Placed standard cells:
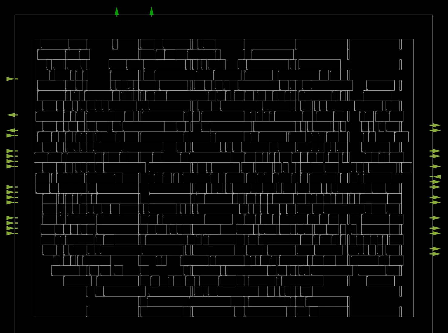
Routed clock nets over the placement:
The bar under the picture is 20 um long.
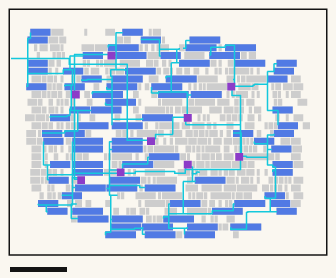
Placement density heat map:
The die is cut into 11 by 9 equal tiles; white is low, dark blue is high, 0 to 100% covered.
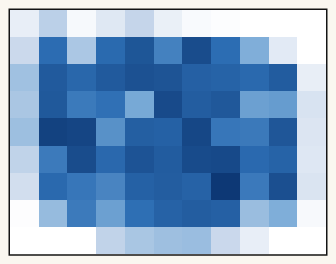
I/O pins on the die edge:
Pins as bars across the die edge, other pins in grey.
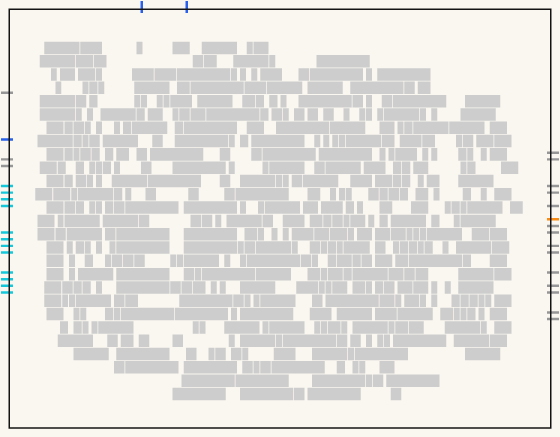
Met3 routing:
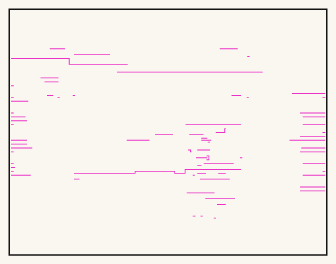
==> config.mk <==
export PLATFORM = sky130hd
export DESIGN_NAME = dist_filter
export DESIGN_NICKNAME = d
export VERILOG_FILES = /design/src/rtl/dist_filter.sv
export SDC_FILE = /design/constraint.sdc
export NUM_CORES = 1
export LEC_CHECK = 0
export CAP_MARGIN = 25
export CORE_ASPECT_RATIO = 0.75
export CORE_MARGIN = 5
export CORE_UTILIZATION = 60
export CTS_BUF_LIST = sky130_fd_sc_hd__clkbuf_4
export DETAILED_ROUTE_END_ITERATION = 6
export HOLD_SLACK_MARGIN = 0.12
export PLACE_DENSITY = 0.89
export SETUP_SLACK_MARGIN = 0.05
export SYNTH_ARGS = -nofsm -noshare
export SYNTH_HDL_FRONTEND = slang
export SYNTH_SLANG_ARGS = --single-unit
==> constraint.sdc <==
create_clock -name clk -period 8 [get_ports clk]
set_input_delay 0.8 -clock clk [delete_from_list [all_inputs] [get_ports clk]]
set_output_delay 0.8 -clock clk [all_outputs]
set_load 0.02 [all_outputs]
==> impl_metrics.ini <==
; flow metrics
[pwr]
powerDensity_nw_per_um2 = 417.9
internal-power_w = 0.001181
comb-power_w = 0.00127
power_w = 0.002126
combinationalPowerShare_pct = 59.8

[logic_synthesis]
top_cell_area_share_pct = 31.81
flop_cell = edfxtp_1
ys_area_um2 = 4532
netlist_instances = 453
synth_flops = 84
syn-num-nets = 509
edf_count = 48
top_area_cell = edfxtp_1

[sta]
hold_violations = 0
finalWorstSetupSlack_ns = 4.258
setup_viol = 0
clock.fmax_mhz = 267.2

[clock_tree]
postCtsSetupRepairBufs = 0
cts_hold_buf = 0
cts.clk_slew.worst_paths_ns = 0.13
htree_levels = 3
cts_buffer_depth = 2
cts-root-buf = clkbuf_4

[global_route]
grt_max_degree = 49
grt_pass1_wl_um = 13610
track_usage_pct = 18.42
grt_pass1_vias = 3168

[cells_and_area]
area.growth.synth_to_final_pct = 12.26
lay_top_cells = inv_1 (70), nand2_1 (56), and2_1 (50), edfxtp_1 (48), dfxtp_1 (36)
stdcell_area_um2 = 5087
largest_reg_flops = 48
drive_gt1_share_pct = 4.703

[worst_setup_path]
reg2regPathDepth = 13
startpoint_type = flop
worstPathArrival_ns = 4.08
end_kind = flop
slowest_delay_ns = 0.53

[drt]
post_drt_wl_per_cell_um = 13.64
drcViolationCount = 0

[floorplanning]
rows = 27
chipArea_um2 = 9409

[outcome]
status = finished clean
Notes on 'placed standard cells' above:
Final Instance Count excl. Fillers: 590
filler instances: 581
Final Util: 69.08%
Core Region: 7365 um^2

Notes on 'routed clock nets over the placement' above:
[purple] clock-net drivers | count: 9
[cyan] clock wires | length: 923 um
[blue] flip-flops | count: 84
routed clock nets: 10
flops lie: spread over the die
clk ins delay skew pair: 0.44 ns
Final Skew: 0.01147 ns

Notes on 'placement density heat map' above:
densest ninth of the die: centre
nearly empty tiles: 11%
tiles over 75% full: 41%
fp_density: 61.54%

Notes on 'I/O pins on the die edge' above:
[blue] dbg_state_o | pins: 3 | direction: output | edge: 2 north, 1 west
[orange] rst | pins: 1 | direction: input | edge: east
[cyan] in_dist | pins: 12 | direction: input | edge: west
all pins by edge: 16 west, 15 east, 2 north
die height: 85.27 um
IO Port Bufs: 31
Chip Width: 110.4 um

Notes on 'met3 routing' above:
main direction: horizontal
wire length on this layer: 457 um
routed wire length: 8047 um
routed via count: 3,171
GR Layer Usage met3: 4.487%

cells by family after synthesis:
logic type      Yosys count  share of synthesized area (%)
buf+inv                  84                          7.040
mux                       2                         0.4418
xor+xnor                  7                          1.353
other cells               1                        0.08275
simple gates            168                          18.66
fa+ha+maj                41                          15.30
flops                    84                          47.71
compound gates           66                          9.415
metal layers:
| metal | track usage (%) | wire, um |
|---|---|---|
| met5 | 0 | 0 |
| met4 | 7.494 | 172 |
| met3 | 4.487 | 457 |
| met2 | 30.89 | 3829 |
| met1 | 22.78 | 3587 |
area by class of cell:
class	instances	area, um^2
fill	581	2277
sequential	84	2162
multi-input combinational	285	2053
timing repair buffer	34	345.3
inverter	70	262.8
tap	101	126.4
clock buffer	10	75.07
clock inverter	6	62.56
